<file path="src/rtl/pin_pattern_gen.sv">
`default_nettype none
// ============================================================================
// Module   : pin_pattern_gen
// Purpose  : Board-bring-up pattern generator. Drives N_PINS header pins with
//            one of four test patterns. It also debounces two user buttons:
//            button1 steps the mode, and button2 pauses or resumes stepping.
// Ports    : clk      - system clock
//            reset_n  - asynchronous active-low reset
//            button1  - raw mode button (active-high, asynchronous)
//            button2  - raw pause button (active-high, asynchronous)
//            pins     - registered pattern outputs [N_PINS-1:0]
//            mode     - current mode: 0 BLINK, 1 WALK, 2 COUNT, 3 BREATHE
//            paused   - 1 while pattern stepping is frozen
//            led1     - debounced button1 level
//            led2     - mirrors paused
// Revision : 1.0  initial release
// ============================================================================
module pin_pattern_gen #(
   parameter int N_PINS          = 48,
   parameter int TICK_DIV        = 12_000_000,
   parameter int DEBOUNCE_CYCLES = 120_000,
   parameter int PWM_BITS        = 8
) (
   input  logic              clk,
   input  logic              reset_n,
   input  logic              button1,
   input  logic              button2,
   output logic [N_PINS-1:0] pins,
   output logic [1:0]        mode,
   output logic              paused,
   output logic              led1,
   output logic              led2
);

   localparam logic [1:0] c_MODE_BLINK   = 2'd0;
   localparam logic [1:0] c_MODE_WALK    = 2'd1;
   localparam logic [1:0] c_MODE_COUNT   = 2'd2;
   localparam logic [1:0] c_MODE_BREATHE = 2'd3;

   localparam int c_PS_W  = $clog2(TICK_DIV);
   localparam int c_IDX_W = $clog2(N_PINS);
   localparam int c_DB_W  = $clog2(DEBOUNCE_CYCLES + 1);

   localparam logic [c_PS_W-1:0]   c_PS_LAST  = c_PS_W'(TICK_DIV - 1);
   localparam logic [c_IDX_W-1:0]  c_IDX_LAST = c_IDX_W'(N_PINS - 1);
   localparam logic [c_DB_W-1:0]   c_DB_LAST  = c_DB_W'(DEBOUNCE_CYCLES - 1);
   localparam logic [PWM_BITS-1:0] c_DUTY_MAX = '1;
   localparam logic [PWM_BITS-1:0] c_DUTY_ONE = PWM_BITS'(1);
   localparam logic [N_PINS-1:0]   c_ONE_HOT0 = N_PINS'(1);

   // ------------------------------------------------------------------------
   // Button conditioning: 2-FF synchroniser, then a counter that accepts the
   // new level only after DEBOUNCE_CYCLES consecutive disagreeing samples.
   // ------------------------------------------------------------------------
   logic [1:0] w_raw;
   logic [1:0] w_level;
   logic [1:0] w_press;

   assign w_raw = {button2, button1};

   for (genvar gi = 0; gi < 2; gi++) begin : g_btn
      logic              r_sync1;
      logic              r_sync2;
      logic              r_level;
      logic              r_level_d;
      logic [c_DB_W-1:0] r_cnt;

      always_ff @(posedge clk or negedge reset_n) begin
         if (!reset_n) begin
            r_sync1   <= 1'b0;
            r_sync2   <= 1'b0;
            r_level   <= 1'b0;
            r_level_d <= 1'b0;
            r_cnt     <= '0;
         end else begin
            r_sync1   <= w_raw[gi];
            r_sync2   <= r_sync1;
            r_level_d <= r_level;
            if (r_sync2 != r_level) begin
               if (r_cnt == c_DB_LAST) begin
                  r_level <= r_sync2;
                  r_cnt   <= '0;
               end else begin
                  r_cnt <= r_cnt + 1'b1;
               end
            end else begin
               // Any sample that agrees with the current level is a bounce.
               r_cnt <= '0;
            end
         end
      end

      assign w_level[gi] = r_level;
      // One-cycle pulse on the debounced rising edge.
      assign w_press[gi] = r_level & ~r_level_d;
   end

   // ------------------------------------------------------------------------
   // Mode state machine: state register / next-state / output decode.
   // ------------------------------------------------------------------------
   logic [1:0] r_mode;
   logic [1:0] w_mode_next;

   always_ff @(posedge clk or negedge reset_n) begin
      if (!reset_n) r_mode <= c_MODE_BLINK;
      else          r_mode <= w_mode_next;
   end

   always_comb begin
      w_mode_next = r_mode;
      if (w_press[0]) begin
         case (r_mode)
            c_MODE_BLINK:   w_mode_next = c_MODE_WALK;
            c_MODE_WALK:    w_mode_next = c_MODE_COUNT;
            c_MODE_COUNT:   w_mode_next = c_MODE_BREATHE;
            default:        w_mode_next = c_MODE_BLINK;
         endcase
      end
   end

   // ------------------------------------------------------------------------
   // Pause, prescaler and per-mode step state.
   // ------------------------------------------------------------------------
   logic                r_paused;
   logic [c_PS_W-1:0]   r_presc;
   logic                r_blink;
   logic [c_IDX_W-1:0]  r_idx;
   logic [N_PINS-1:0]   r_count;
   logic [PWM_BITS-1:0] r_duty;
   logic                r_dir_down;
   logic [PWM_BITS-1:0] r_pwm;
   logic                w_tick;

   // A mode change suppresses a coincident tick so the new mode starts clean.
   assign w_tick = !r_paused && !w_press[0] && (r_presc == c_PS_LAST);

   always_ff @(posedge clk or negedge reset_n) begin
      if (!reset_n) begin
         r_paused <= 1'b0;
         r_pwm    <= '0;
      end else begin
         r_paused <= r_paused ^ w_press[1];
         r_pwm    <= r_pwm + 1'b1;
      end
   end

   always_ff @(posedge clk or negedge reset_n) begin
      if (!reset_n) begin
         r_presc    <= '0;
         r_blink    <= 1'b0;
         r_idx      <= '0;
         r_count    <= '0;
         r_duty     <= '0;
         r_dir_down <= 1'b0;
      end else if (w_press[0]) begin
         r_presc    <= '0;
         r_blink    <= 1'b0;
         r_idx      <= '0;
         r_count    <= '0;
         r_duty     <= '0;
         r_dir_down <= 1'b0;
      end else if (w_tick) begin
         r_presc <= '0;
         case (r_mode)
            c_MODE_BLINK: r_blink <= ~r_blink;
            c_MODE_WALK:  r_idx   <= (r_idx == c_IDX_LAST) ? '0 : r_idx + 1'b1;
            c_MODE_COUNT: r_count <= r_count + 1'b1;
            default: begin
               // Triangle sweep; direction flips on reaching either end.
               if (!r_dir_down) begin
                  r_duty <= r_duty + 1'b1;
                  if (r_duty == c_DUTY_MAX - c_DUTY_ONE) r_dir_down <= 1'b1;
               end else begin
                  r_duty <= r_duty - 1'b1;
                  if (r_duty == c_DUTY_ONE) r_dir_down <= 1'b0;
               end
            end
         endcase
      end else if (!r_paused) begin
         r_presc <= r_presc + 1'b1;
      end
   end

   // ------------------------------------------------------------------------
   // Output decode (registered pins).
   // ------------------------------------------------------------------------
   logic [N_PINS-1:0] w_pins_next;
   logic [N_PINS-1:0] r_pins;

   always_comb begin
      w_pins_next = '0;
      case (r_mode)
         c_MODE_BLINK:   w_pins_next = {N_PINS{r_blink}};
         c_MODE_WALK:    w_pins_next = c_ONE_HOT0 << r_idx;
         c_MODE_COUNT:   w_pins_next = r_count;
         c_MODE_BREATHE: w_pins_next = {N_PINS{r_pwm < r_duty}};
         default:        w_pins_next = '0;
      endcase
   end

   always_ff @(posedge clk or negedge reset_n) begin
      if (!reset_n) r_pins <= '0;
      else          r_pins <= w_pins_next;
   end

   assign pins   = r_pins;
   assign mode   = r_mode;
   assign paused = r_paused;
   assign led1   = w_level[0];
   assign led2   = r_paused;

endmodule
`default_nettype wire

</file>
<file path="config.mk">
export PLATFORM = sky130hd
export DESIGN_NAME = pin_pattern_gen
export DESIGN_NICKNAME = d
export VERILOG_FILES = /design/src/rtl/pin_pattern_gen.sv
export SDC_FILE = /design/constraint.sdc
export NUM_CORES = 1
export LEC_CHECK = 0
export ABC_AREA = 1
export CAP_MARGIN = 10
export CORE_MARGIN = 1.5
export CORE_UTILIZATION = 59
export CTS_CLUSTER_DIAMETER = 100
export CTS_CLUSTER_SIZE = 25
export DETAILED_ROUTE_END_ITERATION = 10
export PLACE_DENSITY = 0.74
export SYNTH_ARGS = -nofsm -noshare
export SYNTH_HDL_FRONTEND = slang
export SYNTH_SLANG_ARGS = --single-unit
</file>
<file path="constraint.sdc">
create_clock -name clk -period 2.25 [get_ports clk]
set_input_delay 0.5625 -clock clk [delete_from_list [all_inputs] [get_ports clk]]
set_output_delay 0.5625 -clock clk [all_outputs]
set_load 0.02 [all_outputs]
</file>
run_1/m1.png
Supply wires on this layer in gray.
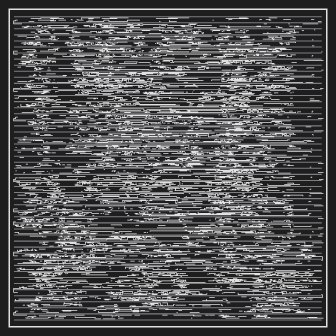
main direction: horizontal
longest straight run: 39.6 µm
total wire length: 30,080 µm
Vias: 10,760
GR Layer Usage met1: 41.65%

run_1/m2.png
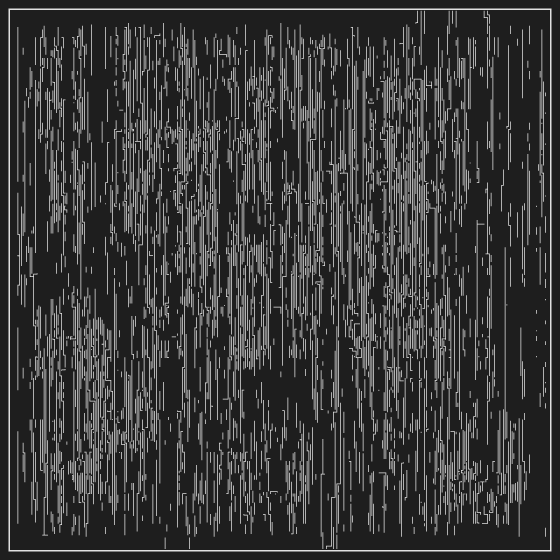
longest straight run: 64.6 µm
wire length on this layer: 13,800 µm
main direction: vertical
share of all routed wire: 46%
nets with wire on the layer: 1,295
M2 GR Usage: 49.42%

run_1/m3.png
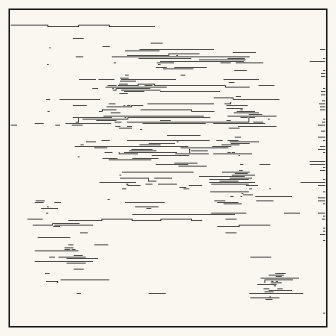
share of all routed wire: 8.4%
wire length on this layer: 2,520 µm
nets with wire on the layer: 185
longest straight run: 61.6 µm
main direction: horizontal
met3 usage: 5.872%

==> impl_metrics.toml, run 1 <==
# yosys + openroad results
[pwr]
combPwrFrac_pct = 1.8
powerDensity_nw_per_um2 = 515.9
p_sw_uw = 1552
pwr-share-clk_pct = 46.4

[synthesis]
synthTopLogicFamily = "simple AND/OR/NAND/NOR gates"
yosys.area_share.simple_pct = 37.23
ys_types = 41
fp_nets = 1643
top_area_cell = "dfrtp_1"
fa_ha_area_share_pct = 2.865
synth-warning-count = 0

[finish]
final_util_pct = 68.07
flops = 189
nNetsFinal = 1690
signal_buffer_area_fraction_pct = 6.532
inverters = 167
seq_share_pct = 37.03
final_cells = 1907
sh_comb_area_pct = 44.66
dominant_cells = "multi-input combinational cells"
n_all_buffers = 82

[setup_path]
critPathRequiredTime_ns = 1.69
end_kind = "output pin"
crit_arrival_ns = 1.60
timing.rr.end = "r_count[34]"
path_cells = "clkdlybuf4s50_1"
rrSetupSlack_ns = 0.23
critPathMaxStageDelay_ns = 0.66
r2r_cells = 11
crit_type = "reg -> out"
start_kind = "register"
crit_buf_inv = 1

[sta]
slew_headroom_pct = 62.91
tightest_slew_ns = 0.5564
finalSetupViolCount = 0
fin_ws_ns = 0.09013
finClkSkew_ns = 0.01761

[cts]
ctsHtreeMaxLevel = 4
cts_resized = 0
insertion_delay_ns = 0.45
clock_sinks = 189

[route]
antenna_left = 0
wire_per_inst_um = 15.77

[status]
status = "finished, final reports clean"

[global_route]
grt_max_degree = 56
grt_usage_pct = 30.73
overflow = 0
grt_pass1_wl_um = 48510

[placement]
dp_slack_ns = 0.1789
globalplace.congestion = 0.9679

[floorplan]
fp_util_pct = 60.49

[worst_hold_path]
hp-class = "in -> async"
==> run 1: routing by layer <==
metal | wire (µm) | vias to the layer above | track usage, %
li1 | - | 5269 | -
met1 | 12860 | 4935 | 41.65
met2 | 13840 | 476 | 49.42
met3 | 2519 | 78 | 5.872
met4 | 845 | 2 | 11.07
met5 | 17 | - | 0
==> run 1: how the worst max path moves through the flow <==
| stage | end | depth (start not counted) |
|---|---|---|
| after floorplan | r_count[13] | 8 |
| after global placement | r_count[34] | 10 |
| after detailed placement | r_count[34] | 11 |
| after CTS | led1 | 1 |
| after global routing | pins[24] | 12 |
| final | led1 | 1 |
--- run 2 (diff from run 1) ---
Settings changed: REMOVE_ABC_BUFFERS from default to 1.
run_2/m2.png
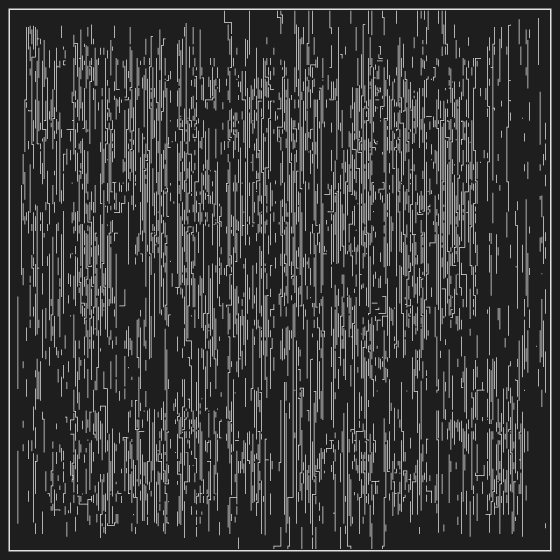
wire length on this layer: 14,000 µm
nets with wire on the layer: 1,275
share of all routed wire: 45%
M2 GR Usage: 49.60%
Vias: 10,710
total wire length: 31,110 µm

==> run 2 against run 1 <==
  * Non-clock buffer count increased by 3
  * Area after synthesis unchanged
  * Synthesized cell count unchanged
  * Hold slack got worse by 0.029 ns
  * Cell count increased by 0.16%
  * Count of clock-buffer cells in the layout increased by 1
  * Wire length increased by 3.4%
  * Final area increased by 0.12%
  * Clock skew decreased by 0.0071 ns
  * Critical endpoint unchanged
  * Setup slack improved by 0.035 ns
  * Global-route usage increased by 1.6 points
==> impl_metrics.toml, run 2 <==
# yosys + openroad results
[route]
wire_per_inst_um = 16.29
highest_layer = "met4"
antenna_left = 0

[setup_path]
worstSetupPathDepth = 1
end_kind = "output pin"
rrSetupSlack_ns = 0.19
timing.rr.end = "pins[35]"
critPathMaxStageDelay_ns = 0.68
r2r_cells = 12
critPathRequiredTime_ns = 1.69
crit_path_end = "led1"
crit_type = "reg -> out"
path_cells = "clkdlybuf4s50_1"
crit_buf_inv = 1

[worst_hold_path]
hp-class = "in -> async"

[placement]
globalplace.congestion = 1.002

[synthesis]
fa_ha_area_share_pct = 2.865
ys_types = 41
yosys.area_share.simple_pct = 37.23

[finish]
signal_buffer_area_fraction_pct = 6.701
nNetsFinal = 1693
seq_share_pct = 36.98
dominant_cells = "multi-input combinational cells"
sh_comb_area_pct = 44.62

[pwr]
combPwrFrac_pct = 1.7
p_sw_uw = 1569
powerDensity_nw_per_um2 = 510.3
pwr-share-clk_pct = 45.9

[global_route]
use_met1_pct = 46.92
grt_pass1_wl_um = 51310
grt_usage_pct = 32.36
grt.busiest_layer = "met2"
overflow = 0
grt_max_degree = 53

[sta]
finClkSkew_ns = 0.01054
tightest_slew_ns = 0.5853

[floorplan]
fp_util_pct = 60.49

[cts]
ctsHtreeMaxLevel = 4
insertion_delay_ns = 0.44

[status]
status = "finished, final reports clean"
run_2/m3.png
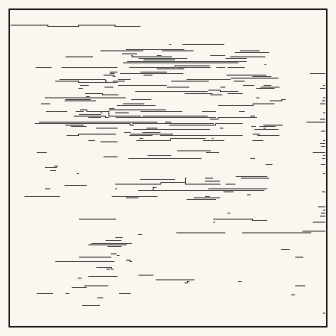
longest straight run: 56.4 µm
share of all routed wire: 7.6%
main direction: horizontal
met3 usage: 6.682%

==> run 2: through the flow <==
step	instances	setup TNS [ns]	hold WS [ns]
after global placement	1878	0	0.3321
after detailed placement	1878	-0.001856	0.3347
after CTS	1910	0	0.07015
after floorplan	1559	-33.64	0.2669
after global routing	1910	0	0.07869
final	1910	0	0.04617
==> run 2: worst min-delay path by stage <==
stage / cells after the start / from / slack, ns / to
floorplan: 0 / reset_n / 0.27 / g_btn[0].r_cnt[0]
CTS: 1 / reset_n / 0.07 / g_btn[1].r_cnt[11]
global route: 1 / reset_n / 0.08 / g_btn[1].r_cnt[11]
global placement: 0 / g_btn[0].r_sync1 / 0.33 / g_btn[0].r_sync2
finish: 1 / reset_n / 0.05 / g_btn[1].r_cnt[13]
detailed placement: 0 / g_btn[1].r_sync1 / 0.33 / g_btn[1].r_sync2
--- run 3 (diff from run 2) ---
Settings changed: ABC_AREA 1 to default, CTS_CLUSTER_SIZE 25 to 8, PLACE_DENSITY 0.74 to 0.75.
run_3/m3.png
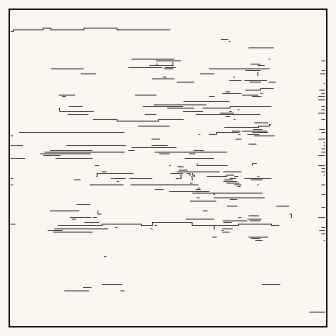
longest straight run: 43.7 µm
wire length on this layer: 1,480 µm
share of all routed wire: 6.0%
nets with wire on the layer: 153
total wire length: 24,720 µm
Vias: 8,443
met3 usage: 4.707%

==> run 3 against run 2 <==
  * The flow now finishes with violations (setup timing)
  * First-iteration DRC count is 38% lower
  * Register-to-register slack worse by 0.23 ns
  * Via count is 21% lower
  * Sequential cell count did not move
  * Critical path type is now reg -> reg
==> impl_metrics.toml, run 3 <==
# yosys + openroad results
[synthesis]
yosys.area_share.simple_pct = 23.60
synth-warning-count = 0
top_area_cell = "dfrtp_1"
ys_types = 62
synthTopLogicFamily = "simple AND/OR/NAND/NOR gates"
fa_ha_area_share_pct = 3.329

[setup_path]
crit_path_end = "r_count[7]"
crit_buf_inv = 2
crit_fanout = 16
worstSetupPathDepth = 7
rrSetupSlack_ns = -0.04
critPathMaxStageDelay_ns = 0.58
start_kind = "register"
crit_type = "reg -> reg"
r2r_start = "r_presc[13]"
end_kind = "register"
path_cells = "or4b_4, nor4_4, nand4_1, buf_6, buf_12, or4_1, a21oi_2"
critPathRequiredTime_ns = 2.61
crit_arrival_ns = 2.65
r2r_cells = 7
timing.rr.end = "r_count[7]"

[cts]
insertion_delay_ns = 0.43
holdBufCountCts = 0
cts_tree = "built"

[pwr]
powerDensity_nw_per_um2 = 537.0

[global_route]
grt_usage_pct = 28.89
use_met1_pct = 39.69
grt_max_degree = 55
grt_pass1_wl_um = 40280
grt.busiest_layer = "met2"

[route]
antenna_left = 0
highest_layer = "met4"
wire_per_inst_um = 18.22
wl_met3_um = 1481
wl_met2_um = 11760

[sta]
finalSetupViolCount = 11
holdWs_ns = 0.08203
slew_headroom_pct = 60.83
tns_ns = -0.2392
fin_ws_ns = -0.04291
tightest_slew_ns = 0.5876

[floorplan]
fp_util_pct = 60.85
ios = 57

[finish]
layout-drive-gt1-share_pct = 16.48
final_util_pct = 74.87
final_cells = 1357
mostFrequentLayoutCell = "dfrtp_1"

[status]
violations = "setup timing"
status = "finished with violations"

[placement]
dp_slack_ns = -0.04426
globalplace.congestion = 0.9374
placedCellCount = 1316

[worst_hold_path]
hp-class = "in -> async"
run_3/m4.png
The bar under the picture is 50 µm long. Supply wires on this layer in gray.
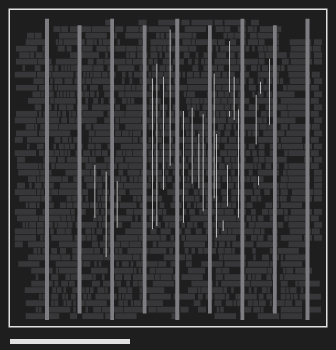
longest straight run: 67.3 µm
main direction: vertical
nets with wire on the layer: 23
wire length on this layer: 707 µm

[run 3: report_power, final]
group / total [µW] / switching [µW] / internal, µW / leakage [µW]
logic: 119 / 87.4 / 31.3 / 0.00227
registers: 3420 / 11.0 / 3410 / 0.00260
clock network: 2920 / 1330 / 1590 / 0.000273
total: 6460 / 1420 / 5030 / 0.00514
[run 3: final cells by class]
| class | count | area share [%] |
|---|---|---|
| Clock buffer | 20 | 3.799 |
| Clock inverter | 12 | 0.9262 |
| Inverter | 29 | 0.9054 |
| Multi-Input combinational cell | 744 | 41.16 |
| Sequential cell | 189 | 39.35 |
| Tap cell | 216 | 2.248 |
| Timing Repair Buffer | 147 | 11.61 |
[run 3: timing repair]
action,4_1_cts,5_1_grt
endpoints found under the setup margin,18,108
pin swaps,0,26
gates cloned,0,2
setup buffers,0,7
gates resized,1,71

==> screenshots <==
Clock nets.
shot_01.png
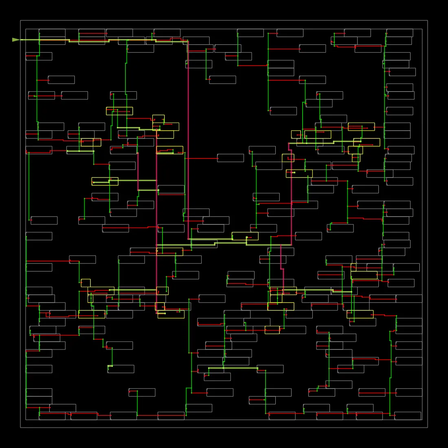
shot_02.png
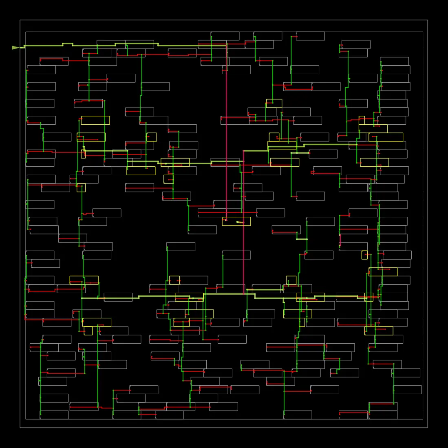
shot_03.png
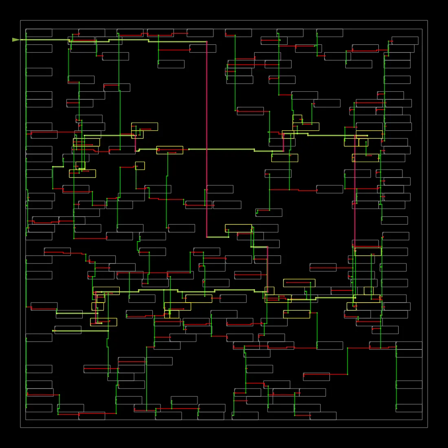
- shot_03.png = run 1
- shot_02.png = run 3
- shot_01.png = run 2

No activity file was given, so power comes from the tool's default toggle rates.
